Figure 1. Met1 routing (run 1).
Scale bar: 20 um.
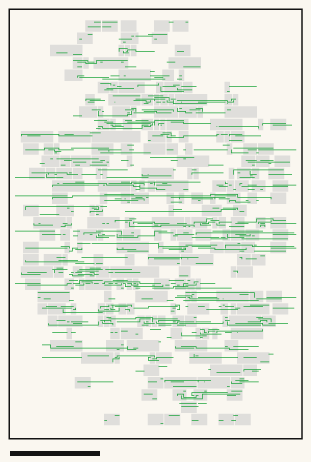
Figure 2. Met2 routing (run 1).
Scale bar: 20 um.
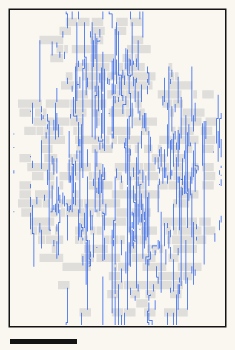
Figure 3. M3 wires (run 1).
Scale bar: 20 um.
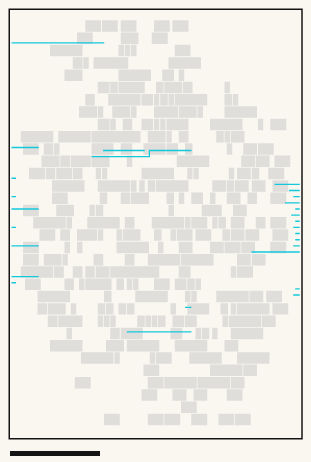
Figure 4. I/O pins on the die edge (run 1).
Scale bar: 20 um. Pins as bars across the die edge, other pins in gray.
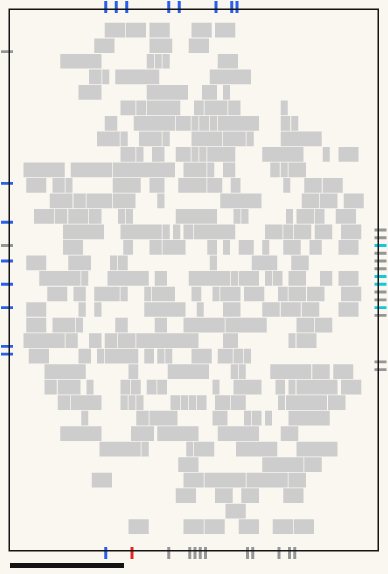
## src/rtl/hazard_sequencer.sv

```systemverilog
// hazard_sequencer
//   Hazard controller for the 5-stage ARM pipeline. It keeps a private
//   scoreboard of the instructions in EXE/MEM/WB and detects RAW hazards
//   for the instruction in ID. It also freezes the whole pipe while a
//   multi-cycle SRAM access sits in MEM.
//
// Ports
//   clk, rst        core clock, synchronous active-high reset
//   forwarding_en   requested forwarding mode (sampled only when pipe empty)
//   id_*            decoded fields of the instruction currently in ID
//   branch_taken    EXE resolved a taken branch
//   mem_ready       SRAM controller finished the current access
//   hazard_stall    hold PC and IF/ID
//   id_bubble       inject a NOP into ID/EXE
//   flush           clear IF/ID and ID/EXE
//   freeze          hold every pipeline register
//   fwd_en_out      active forwarding mode, drives the forwarding selector
//   stall_count     saturating count of cycles with hazard_stall or freeze
module hazard_sequencer #(
   parameter int REG_W = 4,
   parameter int CNT_W = 16
) (
   input  logic             clk,
   input  logic             rst,
   input  logic             forwarding_en,
   input  logic             id_valid,
   input  logic [REG_W-1:0] id_src1,
   input  logic [REG_W-1:0] id_src2,
   input  logic             id_two_src,
   input  logic [REG_W-1:0] id_dest,
   input  logic             id_wb_en,
   input  logic             id_mem_r_en,
   input  logic             id_mem_w_en,
   input  logic             branch_taken,
   input  logic             mem_ready,
   output logic             hazard_stall,
   output logic             id_bubble,
   output logic             flush,
   output logic             freeze,
   output logic             fwd_en_out,
   output logic [CNT_W-1:0] stall_count
);

   typedef struct packed {
      logic             valid;
      logic             wb_en;
      logic             mem_r_en;
      logic             mem_w_en;
      logic [REG_W-1:0] dest;
   } slot_t;

   localparam logic [0:0] RUN      = 1'b0;
   localparam logic [0:0] MEM_WAIT = 1'b1;

   slot_t      exe_s, mem_s, wb_s, id_s;
   logic [0:0] state, state_nxt;
   logic       mem_access, wait_start, raw, issue, pipe_empty;
   logic       match_exe, match_mem;

   function automatic logic slot_match(input slot_t s, input logic v,
                                       input logic [REG_W-1:0] s1,
                                       input logic [REG_W-1:0] s2,
                                       input logic two);
      return v & s.valid & s.wb_en & ((s.dest == s1) | (two & (s.dest == s2)));
   endfunction

   always_comb begin
      id_s          = '0;
      id_s.valid    = 1'b1;
      id_s.wb_en    = id_wb_en;
      id_s.mem_r_en = id_mem_r_en;
      id_s.mem_w_en = id_mem_w_en;
      id_s.dest     = id_dest;
   end

   assign match_exe = slot_match(exe_s, id_valid, id_src1, id_src2, id_two_src);
   assign match_mem = slot_match(mem_s, id_valid, id_src1, id_src2, id_two_src);

   // With forwarding only a load in EXE cannot be bypassed in time; without
   // it, any producer still in EXE or MEM blocks. WB writes the register file
   // on the opposite edge, so it never stalls.
   assign raw = fwd_en_out ? (match_exe & exe_s.mem_r_en) : (match_exe | match_mem);

   // Freeze in the very cycle an access reaches MEM, unless the SRAM answers
   // in that same cycle.
   assign mem_access = mem_s.valid & (mem_s.mem_r_en | mem_s.mem_w_en);
   assign wait_start = (state == RUN) & mem_access & ~mem_ready;
   assign freeze     = wait_start | ((state == MEM_WAIT) & ~mem_ready);

   // Priority: freeze > flush > stall. A branch seen during freeze is
   // naturally retried because the EXE slot holds.
   assign flush        = branch_taken & ~freeze;
   assign hazard_stall = raw & ~flush & ~freeze;
   assign id_bubble    = hazard_stall;

   assign issue      = id_valid & ~hazard_stall & ~flush;
   assign pipe_empty = ~exe_s.valid & ~mem_s.valid & ~wb_s.valid;

   always_comb begin
      state_nxt = state;
      case (state)
         RUN:      if (wait_start) state_nxt = MEM_WAIT;
         MEM_WAIT: if (mem_ready)  state_nxt = RUN;
         default:  state_nxt = RUN;
      endcase
   end

   always_ff @(posedge clk) begin
      if (rst) begin
         exe_s       <= '0;
         mem_s       <= '0;
         wb_s        <= '0;
         state       <= RUN;
         fwd_en_out  <= 1'b0;
         stall_count <= '0;
      end else begin
         if (!freeze) begin
            wb_s  <= mem_s;
            mem_s <= exe_s;
            exe_s <= issue ? id_s : slot_t'('0);
         end
         state <= state_nxt;
         // Mode changes only take effect with no hazard window open.
         if (pipe_empty) fwd_en_out <= forwarding_en;
         if ((hazard_stall | freeze) && (stall_count != {CNT_W{1'b1}}))
            stall_count <= stall_count + CNT_W'(1);
      end
   end

endmodule

```

## config.mk

```make
export PLATFORM = sky130hd
export DESIGN_NAME = hazard_sequencer
export DESIGN_NICKNAME = d
export VERILOG_FILES = /design/src/rtl/hazard_sequencer.sv
export SDC_FILE = /design/constraint.sdc
export NUM_CORES = 1
export LEC_CHECK = 0
export ABC_AREA = 0
export CAP_MARGIN = 25
export CORE_ASPECT_RATIO = 1.5
export CORE_MARGIN = 2
export CORE_UTILIZATION = 35
export DETAILED_ROUTE_END_ITERATION = 16
export MAX_ROUTING_LAYER = met4
export PLACE_DENSITY = 0.59
export RECOVER_POWER = 50
export SKIP_LAST_GASP = 1
export SLEW_MARGIN = 20
export SYNTH_ARGS = -nofsm -noshare
export SYNTH_HDL_FRONTEND = slang
export SYNTH_SLANG_ARGS = --single-unit
```

## constraint.sdc

```tcl
create_clock -name clk -period 4 [get_ports clk]
set_input_delay 0.6 -clock clk [delete_from_list [all_inputs] [get_ports clk]]
set_output_delay 0.6 -clock clk [all_outputs]
set_load 0.05 [all_outputs]
```

==> flow_summary.yaml, run 1 <==
# flow metrics
outcome:
  outcome: "finished with violations"
  violations: "max-capacitance violations, max-slew violations"
yosys:
  simple_gate_share_pct: 26.09
  synth_area_um2: 1918
  syn_avg_cell_area_um2: 8.679
  area_leaders: "dfxtp_1 37%, mux2_2 7.0%, nand2_1 5.5%"
  synth_top_area_share_pct: 36.53
  logic_family: "simple AND/OR/NAND/NOR gates"
  xor_area_share_pct: 7.306
  most_common_cell: "dfxtp_1"
  synth_cell_types: 44
  compound_area_share_pct: 15.33
  async_reset_ff_share_pct: 0
  ys_seq_share_pct: 36.53
  yosys_cells: 221
  common_cells: "35 x dfxtp_1, 28 x nand2_1, 28 x nor2_1"
  mux_share_pct: 10.05
  synthFlopType: "dfxtp_1"
  ys.flops: 35
  synth_nets: 244
  yosys_area_um2: 1918
  yosysTopAreaCell: "dfxtp_1"
  synth_warnings: 0
  synthAdderAreaFrac_pct: 0.6523
critical_path:
  critPathCaptureType: "primary output"
  worstSetupPathDepth: 7
  r2r_cells: 7
  slowest_delay_ps: 860
  startpoint_type: "input port"
  crit_required_ps: 3400
  path_buffers: 2
  cp_cell_sequence: "clkdlybuf4s50_1, xor2_1, nor4_1, o2bb2ai_1, o31ai_2, nor2_1, clkdlybuf4s50_1"
  r2r_end: "stall_count[7]"
  crit_top_cell: "clkdlybuf4s50_1"
  slowest_stage: "clkdlybuf4s50_1"
  cp.arrival_ps: 2880
  crit_path_max_fanout: 2
  crit_type: "input port to primary output"
  crit_path_start: "id_src1[3]"
  r2r_start: "exe_s[2]"
  ff2ff_setup_slack_ps: 1860
  crit_family: "buffers and inverters"
routing:
  drtIter0Drc: 53
  drtPass1Iterations: 4
  top_layer: "met4"
  wirelength_um: 4478
  met2_length_um: 2323
  ant_nets: 0
  via_per_inst: 4.988
  wl_met1_um: 1966
  routed-wl-met3_um: 123
grt:
  gr-total-overflow: 0
  grt_first_pass_wirelength_um: 7300
  grt_max_degree: 45
  grt_use_total_pct: 15.79
  grt_pass1_vias: 1572
  top_usage_layer: "met2"
  antenna_found_initial: 0
  grtUsageMet1_pct: 17.14
  grt_util_met2_pct: 28.65
clock_tree:
  cts_made_buffers: 5
  postCtsSetupRepairBufs: 0
  ctsResizeCount: 0
  clkSinkCount: 35
  htreeDepth: 2
  clock_tree.root_cell: "clkbuf_8"
  cts_buffer_depth: 2
  hold_buffers: 0
  clock_latency_ps: 290
  clk_pin_slew_ps: 70
  tritoncts: "yes"
min_path:
  hold_end: "mem_s[6]"
  hp-start: "mem_s[6]"
  hold_depth: 2
  hp-class: "register to register"
place:
  dp.cells: 326
  pre_cts_ws_ps: 533.4
  dpl-instance-area_um2: 2401
  port-buffer-count: 42
  place.gp.congestion: 0.8354
pwr:
  p_sw_share_pct: 20.83
  power_leakage_uw: 0.001010
  clockPowerShare_pct: 47.6
  ir_drop_v: 0.0003302
  power_frac_seq_pct: 44.6
  p_clk_uw: 382
  powerDensity_nw_per_um2: 317.0
  pwr-share-comb_pct: 7.8
  internal_power_uw: 635.9
  combinationalPower_uw: 62.8
  sequentialPower_uw: 358
timing:
  post-route-period-util_pct: 87.11
  period_minus_slack_ps: 3484
  final-setup-viol-count: 0
  slew_violations: 45
  whs_ps: 456.0
  timing.final.hold_violations: 0
  fmax_ghz: 0.2870
  worstMarginPinSlew_ps: 1774
  setup_tns_ps: 0
  rsz0062_at_grt: "false"
layout:
  buffers: 46
  clock_cell_area_share_pct: 5.383
  drive_gt1_share_pct: 12.50
  comb_area_share_pct: 44.99
  non_clock_buffer_area_share_pct: 17.63
  seq_share_pct: 27.65
  regMostFlops: "stall_count"
  largest_reg_flops: 16
  final_cell_mix: "35 x dfxtp_1, 28 x nor2_1, 28 x nand2_1"
  top_regs: "stall_count: 16 flops, exe_s: 8 flops, mem_s: 8 flops"
  instances_no_fill: 334
  ff_latch_area_um2: 700.7
  final.clkbuf_count: 5
  fin_util_pct: 47.20
  lay_top_count: "dfxtp_1"
  n_antenna_cell: 0
  fillCellCount: 539
  fin_area_um2: 2534
  n_all_inverters: 6
  fin_nets: 286
  logic_gates: 169
floorplan:
  die_w_um: 64.45
  initCoreUtil_pct: 35.73
  taps: 70
  die_y_um: 94.67
  rows: 33
  coreArea_um2: 5368
flow_run:
  warnings: 26
  maxCapViolations: 1
Notes on Figure 1 above:
longest straight run: 30.6 um
main direction: horizontal
wire length on this layer: 1970 um
share of all routed wire: 44%

Notes on Figure 2 above:
share of all routed wire: 52%
main direction: vertical
longest straight run: 42.8 um
nets with wire on the layer: 236

Notes on Figure 3 above:
nets with wire on the layer: 24
wire length on this layer: 124 um
share of all routed wire: 2.8%
main direction: horizontal
GR Layer Usage met3: 3.337%
DR vias: 1666

Notes on Figure 4 above:
| port | color | pins | direction | edge |
|---|---|---|---|---|
| `stall_count` | blue | 16 | output | 8 top, 7 left, 1 bottom |
| `branch_taken` | red | 1 | input | bottom |
| `id_src2` | cyan | 4 | input | right |
all pins by edge: 14 right, 12 bottom, 9 left, 8 top

## Run 2: what changed since run 1
--- a/config.mk
+++ b/config.mk
@@ -5,7 +5,7 @@
 export SDC_FILE = /design/constraint.sdc
 export NUM_CORES = 1
 export LEC_CHECK = 0
-export ABC_AREA = 0
+export ABC_AREA = 1
 export CAP_MARGIN = 25
 export CORE_ASPECT_RATIO = 1.5
 export CORE_MARGIN = 2
@@ -19,3 +19,4 @@
 export SYNTH_ARGS = -nofsm -noshare
 export SYNTH_HDL_FRONTEND = slang
 export SYNTH_SLANG_ARGS = --single-unit
+export TNS_END_PERCENT = 30
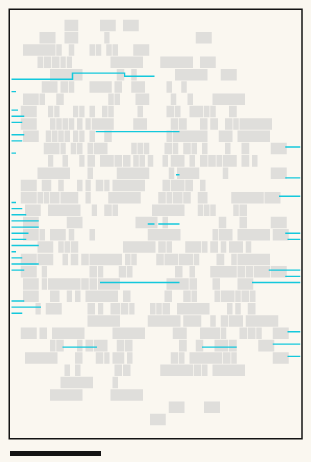
Figure 5: run 2, M3 wires.
Scale bar: 20 um.
main direction: horizontal
share of all routed wire: 4.4%
DRT Wirelength: 4515 um
GR Layer Usage met3: 4.052%
DR vias: 1875

==> flow_summary.yaml, run 2 <==
# flow metrics
floorplan:
  initCoreUtil_pct: 35.62
  die_y_um: 94.52
  die_w_um: 64.35
  taps: 70
  coreArea_um2: 5368
  rows: 33
  chip_area_um2: 6082
routing:
  drtPass1Iterations: 4
  met2_length_um: 2373
  drtIter0Drc: 95
  ant_nets: 0
  via_per_inst: 4.783
  wl_met1_um: 1876
  routed-wl-met3_um: 198
  top_layer: "met4"
clock_tree:
  clock_tree.root_cell: "clkbuf_8"
  hold_buffers: 0
  ctsResizeCount: 0
  postCtsSetupRepairBufs: 0
  tritoncts: "yes"
  clock_latency_ps: 290
  cts_buffer_depth: 2
  htreeDepth: 2
  cts_made_buffers: 5
  clk_pin_slew_ps: 70
  clkSinkCount: 35
pwr:
  power_leakage_uw: 0.001024
  pwr-share-comb_pct: 9.0
  powerDensity_nw_per_um2: 276.9
  clockPowerShare_pct: 38.5
  sequentialPower_uw: 358
  p_clk_uw: 263
  power_frac_seq_pct: 52.5
  internal_power_uw: 519.4
  p_sw_share_pct: 23.91
  combinationalPower_uw: 61.4
critical_path:
  ff2ff_setup_slack_ps: 1900
  crit_top_cell: "nand2_1"
  slowest_stage: "clkdlybuf4s50_1"
  startpoint_type: "input port"
  path_buffers: 3
  cp_cell_sequence: "dlygate4sd3_1, inv_1, nand2_1, nand2_1, nor2_1, nand3_1, nand2_1, nand2_1, nand2_1, nand2_1, nor2_1, clkdlybuf4s50_1"
  critPathCaptureType: "primary output"
  crit_type: "input port to primary output"
  r2r_end: "stall_count[4]"
  crit_path_start: "id_src2[0]"
  slowest_delay_ps: 820
  crit_required_ps: 3400
  crit_path_max_fanout: 3
  r2r_cells: 9
  cp.arrival_ps: 2810
  r2r_start: "stall_count[0]"
yosys:
  ys_seq_share_pct: 36.65
  common_cells: "66 x nand2_1, 35 x dfxtp_1, 35 x inv_1"
  synth_top_area_share_pct: 36.65
  ys.flops: 35
  synthesis.instances: 280
  mux_share_pct: 0
  xor_area_share_pct: 9.162
  synthAdderAreaFrac_pct: 0.6545
  most_common_cell: "nand2_1"
  syn_avg_cell_area_um2: 6.828
  compound_area_share_pct: 11.65
  synth_area_um2: 1912
  yosys_cells: 280
  yosys_area_um2: 1912
  simple_gate_share_pct: 32.07
  synth_cell_types: 27
  synth_warnings: 0
  async_reset_ff_share_pct: 0
layout:
  final_cell_mix: "67 x nand2_1, 35 x inv_1, 35 x dfxtp_1"
  ff_latch_area_um2: 700.7
  fin_util_pct: 45.92
  regMostFlops: "stall_count"
  final.clkbuf_count: 6
  lay_top_count: "nand2_1"
  logic_area_um2: 1021
  clock_cell_area_share_pct: 3.553
  comb_area_share_pct: 41.42
  seq_share_pct: 28.43
  n_all_inverters: 37
  logic_gates: 200
  fin_nets: 345
  n_antenna_cell: 0
  fin_area_um2: 2465
  largest_reg_flops: 16
  non_clock_buffer_area_share_pct: 17.36
  instances_no_fill: 392
  buffers: 43
  top_regs: "stall_count: 16 flops, exe_s: 8 flops, mem_s: 8 flops"
grt:
  grt_pass1_vias: 1712
  gr-total-overflow: 0
  grt_util_met2_pct: 30.03
  grt_use_total_pct: 16.35
  grtUsageMet1_pct: 16.92
  grt_first_pass_wirelength_um: 7486
  grt_max_degree: 20
  antenna_found_initial: 0
timing:
  final-setup-viol-count: 0
  whs_ps: 459.4
  timing.final.hold_violations: 0
  setup_tns_ps: 0
  period_minus_slack_ps: 3408
  rsz0062_at_grt: "false"
  post-route-period-util_pct: 85.19
  slew_violations: 0
  worstMarginPinSlew_ps: 771.1
  fmax_ghz: 0.2935
place:
  place.gp.congestion: 0.9323
  pre_cts_ws_ps: 697.6
  port-buffer-count: 42
  dpl-instance-area_um2: 2380
  dp.cells: 385
outcome:
  outcome: "finished, final reports clean"
flow_run:
  warnings: 26
min_path:
  hold_end: "exe_s[4]"
  hold_depth: 2
  hp-start: "exe_s[4]"
## Run 3: what changed since run 2
--- a/config.mk
+++ b/config.mk
@@ -8,7 +8,7 @@
 export ABC_AREA = 1
 export CAP_MARGIN = 25
 export CORE_ASPECT_RATIO = 1.5
-export CORE_MARGIN = 2
+export CORE_MARGIN = 4
 export CORE_UTILIZATION = 35
 export DETAILED_ROUTE_END_ITERATION = 16
 export MAX_ROUTING_LAYER = met4
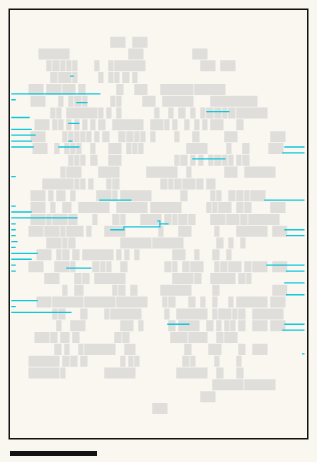
Figure 6: run 3, M3 wires.
Scale bar: 20 um.
share of all routed wire: 4.6%
wire length on this layer: 212 um
GR Layer Usage met3: 2.965%
DRT Wirelength: 4570 um
DR vias: 1846

==> flow_summary.yaml, run 3 <==
# flow metrics
outcome:
  outcome: "finished, final reports clean"
floorplan:
  coreArea_um2: 5205
  initCoreUtil_pct: 36.73
  chip_area_um2: 6733
  die_w_um: 68.35
  taps: 68
timing:
  period_minus_slack_ps: 3277
  post-route-period-util_pct: 81.91
  final-setup-viol-count: 0
  worstMarginPinSlew_ps: 771.5
  timing.final.hold_violations: 0
  fmax_ghz: 0.3052
  whs_ps: 468.7
pwr:
  clockPowerShare_pct: 44.4
  powerDensity_nw_per_um2: 302.6
  power_frac_seq_pct: 47.5
  pwr-share-comb_pct: 8.1
  internal_power_uw: 586.0
  p_sw_share_pct: 22.39
  combinationalPower_uw: 61.2
  sequentialPower_uw: 358
grt:
  grt_util_met2_pct: 26.89
  grt_first_pass_wirelength_um: 7976
  grt_pass1_vias: 1850
  antenna_found_initial: 0
  grt_use_total_pct: 15.51
layout:
  fin_nets: 345
  comb_area_share_pct: 41.02
  lay_top_count: "nand2_1"
  fin_area_um2: 2495
  n_antenna_cell: 0
  non_clock_buffer_area_share_pct: 17.15
  ff_latch_area_um2: 700.7
  buffers: 43
  final_cell_mix: "66 x nand2_1, 35 x inv_1, 35 x dfxtp_1"
yosys:
  yosys_area_um2: 1912
  compound_area_share_pct: 11.65
  yosys_cells: 280
  xor_area_share_pct: 9.162
  synthesis.instances: 280
  syn_avg_cell_area_um2: 6.828
  most_common_cell: "nand2_1"
  synth_area_um2: 1912
  synth_warnings: 0
  mux_share_pct: 0
  common_cells: "66 x nand2_1, 35 x dfxtp_1, 35 x inv_1"
  synthAdderAreaFrac_pct: 0.6545
  ys_seq_share_pct: 36.65
critical_path:
  cp_cell_sequence: "clkdlybuf4s50_1, inv_1, nand2_1, nand2_1, nor2_1, nand3_1, nand2_1, nand2_1, nand2_1, nand2_2, nor2_1, clkdlybuf4s50_1"
  slowest_delay_ps: 820
  crit_path_start: "id_src2[0]"
  startpoint_type: "input port"
  crit_top_cell: "nand2_1"
  ff2ff_setup_slack_ps: 1890
  cp.arrival_ps: 2680
  path_buffers: 3
  critPathCaptureType: "primary output"
clock_tree:
  clkSinkCount: 35
  cts_buffer_depth: 2
  cts_made_buffers: 5
  hold_buffers: 0
  clock_tree.root_cell: "clkbuf_8"
  clock_latency_ps: 290
routing:
  ant_nets: 0
  met2_length_um: 2396
  routed-wl-met3_um: 211
place:
  dpl-instance-area_um2: 2377
  dp.cells: 383
  place.gp.congestion: 0.9289
min_path:
  hold_end: "exe_s[4]"
No activity file was given, so power comes from the tool's default toggle rates.
